<file path="config.mk">
export PLATFORM = sky130hd
export DESIGN_NAME = ring_osc_trim_cal
export DESIGN_NICKNAME = d
export VERILOG_FILES = /design/src/rtl/ring_osc_trim_cal.sv
export SDC_FILE = /design/constraint.sdc
export NUM_CORES = 1
export LEC_CHECK = 0
export CAP_MARGIN = 20
export CORE_MARGIN = 3
export CORE_UTILIZATION = 59
export CTS_BUF_LIST = sky130_fd_sc_hd__clkbuf_8
export DETAILED_ROUTE_END_ITERATION = 6
export PLACE_DENSITY = 0.83
export SYNTH_ARGS = -nofsm -noshare
export SYNTH_HDL_FRONTEND = slang
export SYNTH_SLANG_ARGS = --single-unit
</file>
<file path="constraint.sdc">
create_clock -name clock -period 5.15 [get_ports clock]
set_input_delay 0.515 -clock clock [delete_from_list [all_inputs] [get_ports clock]]
set_output_delay 0.515 -clock clock [all_outputs]
set_load 0.03 [all_outputs]
</file>
<file path="src/rtl/ring_osc_trim_cal.sv">
// Ring oscillator trim calibration: counts osc edges per window, steps trim
// Ports: clock/reset, start+target in; trim/level/meas_count/busy/done/locked/sat out
module ring_osc_trim_cal #(
    parameter int WINDOW     = 256,
    parameter int SETTLE     = 16,
    parameter int CNT_W      = 16,
    parameter int TOL        = 1,
    parameter int MAX_ITER   = 32,
    parameter int INIT_LEVEL = 0
) (
    input  logic             clock,
    input  logic             reset,
    input  logic             start,
    input  logic             osc_in,
    input  logic [CNT_W-1:0] target,
    output logic [25:0]      trim,
    output logic [4:0]       level,
    output logic [CNT_W-1:0] meas_count,
    output logic             busy,
    output logic             done,
    output logic             locked,
    output logic             sat
);

    localparam int TMAX = (WINDOW > SETTLE) ? WINDOW : SETTLE;
    localparam int TW   = $clog2(TMAX + 1);
    localparam int IW   = $clog2(MAX_ITER + 1);

    localparam logic [TW-1:0]    SETTLE_T  = TW'(SETTLE - 1);
    localparam logic [TW-1:0]    WINDOW_T  = TW'(WINDOW - 1);
    localparam logic [CNT_W:0]   TOL_X     = (CNT_W + 1)'(TOL);
    localparam logic [4:0]       INIT_LVL  = 5'(INIT_LEVEL);
    localparam logic [25:0]      INIT_TRIM = 26'((64'd1 << INIT_LEVEL) - 64'd1);

    typedef enum logic [2:0] {
        S_IDLE,
        S_SETTLE,
        S_MEASURE,
        S_EVAL,
        S_DONE
    } state_t;

    state_t           state;
    logic [2:0]       sync;
    logic [CNT_W-1:0] tgt;
    logic [CNT_W-1:0] cnt;
    logic [CNT_W-1:0] cnt_inc;
    logic [TW-1:0]    timer;
    logic [IW-1:0]    iter;
    logic [IW-1:0]    iter_nxt;
    logic             edge_det;
    logic [CNT_W:0]   meas_x;
    logic [CNT_W:0]   tgt_x;
    logic [CNT_W:0]   lo_x;
    logic [CNT_W:0]   hi_x;
    logic             in_tol;
    logic             too_fast;
    logic             at_limit;
    logic             last_iter;

    // sync[1] is the second synchronizer stage, sync[2] its delayed copy
    assign edge_det = sync[1] & ~sync[2];

    always_comb begin
        cnt_inc = cnt;
        if (edge_det && (cnt != '1)) begin
            cnt_inc = cnt + CNT_W'(1);
        end
    end

    // Window compare one bit wider than the counter so target+TOL never wraps
    always_comb begin
        meas_x    = {1'b0, meas_count};
        tgt_x     = {1'b0, tgt};
        lo_x      = (tgt_x >= TOL_X) ? (tgt_x - TOL_X) : '0;
        hi_x      = tgt_x + TOL_X;
        in_tol    = (meas_x >= lo_x) && (meas_x <= hi_x);
        too_fast  = meas_x > hi_x;
        at_limit  = too_fast ? (level == 5'd26) : (level == 5'd0);
        iter_nxt  = iter + IW'(1);
        last_iter = iter_nxt == IW'(MAX_ITER);
    end

    always_ff @(posedge clock) begin
        if (reset) begin
            state      <= S_IDLE;
            sync       <= '0;
            tgt        <= '0;
            cnt        <= '0;
            timer      <= '0;
            iter       <= '0;
            level      <= INIT_LVL;
            trim       <= INIT_TRIM;
            meas_count <= '0;
            busy       <= 1'b0;
            done       <= 1'b0;
            locked     <= 1'b0;
            sat        <= 1'b0;
        end else begin
            sync <= {sync[1:0], osc_in};
            unique case (state)
                S_IDLE, S_DONE: begin
                    if (start) begin
                        state  <= S_SETTLE;
                        tgt    <= target;
                        timer  <= SETTLE_T;
                        iter   <= '0;
                        busy   <= 1'b1;
                        done   <= 1'b0;
                        locked <= 1'b0;
                        sat    <= 1'b0;
                    end
                end
                S_SETTLE: begin
                    if (timer == '0) begin
                        state <= S_MEASURE;
                        cnt   <= '0;
                        timer <= WINDOW_T;
                    end else begin
                        timer <= timer - TW'(1);
                    end
                end
                S_MEASURE: begin
                    cnt <= cnt_inc;
                    if (timer == '0) begin
                        meas_count <= cnt_inc;
                        state      <= S_EVAL;
                    end else begin
                        timer <= timer - TW'(1);
                    end
                end
                S_EVAL: begin
                    iter <= iter_nxt;
                    if (in_tol) begin
                        state  <= S_DONE;
                        busy   <= 1'b0;
                        done   <= 1'b1;
                        locked <= 1'b1;
                    end else if (at_limit) begin
                        state <= S_DONE;
                        busy  <= 1'b0;
                        done  <= 1'b1;
                        sat   <= 1'b1;
                    end else begin
                        // Too fast adds a stage, too slow removes one
                        if (too_fast) begin
                            level <= level + 5'd1;
                            trim  <= {trim[24:0], 1'b1};
                        end else begin
                            level <= level - 5'd1;
                            trim  <= {1'b0, trim[25:1]};
                        end
                        if (last_iter) begin
                            state <= S_DONE;
                            busy  <= 1'b0;
                            done  <= 1'b1;
                        end else begin
                            state <= S_SETTLE;
                            timer <= SETTLE_T;
                        end
                    end
                end
                default: state <= S_IDLE;
            endcase
        end
    end

endmodule

</file>
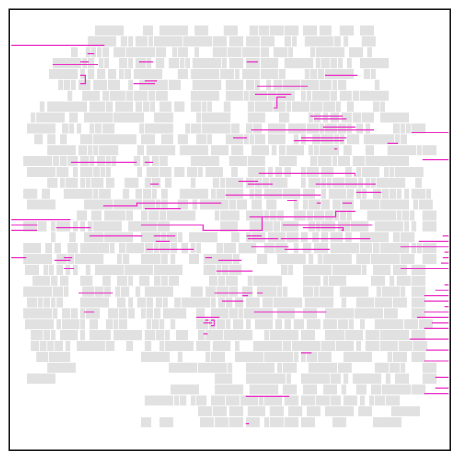
Fig. 1. M3 wires.
Drawn at 4 px/µm.
share of all routed wire: 5.1%
nets with wire on the layer: 84
longest straight run: 30.4 µm
wire length on this layer: 748 µm

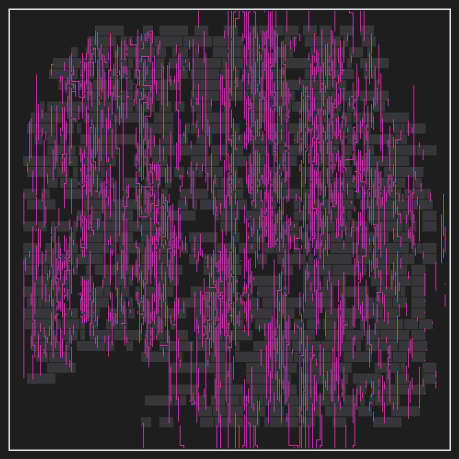
Fig. 2. The metal 2 layer.
Drawn at 4 px/µm.
main direction: vertical
nets with wire on the layer: 732
met2 Use GR: 41.0%
via count: 5605
Total Wirelength: 14600 µm

==> notes.md <==
run results: largest area contributor in the netlist dfxtp_1, DR DRC count 0, hold buffers post-CTS 0, Post-CTS Resized 0, CP endpoint kind flip-flop, R2R Path End trim[22], net load switching power 0.696 mW, VDD IR-drop max 0.230 mV, sequential power 0.901 mW, CORE AREA 0.0104 mm², hold slack 458 ps, Critical Path End trim[22], Late-Pin Clk Latency 370 ps, outcome complete, no violations, Crit path largest cell delay 510 ps, CP startpoint tgt[0], CP most frequent cell nor3_1, site row count 37, DPL Wire Length 10500 µm, Seq/Total Area, Yosys 32.7%, DP Cell Count 923, met2 WL post-DR 7170 µm, FFs & Latches 104, CP Class flip-flop to flip-flop, crit path launch type flip-flop, GRT met3 Usage 4.87%, Worst-Margin Slew 836 ps
No activity file was given, so power comes from the tool's default toggle rates.
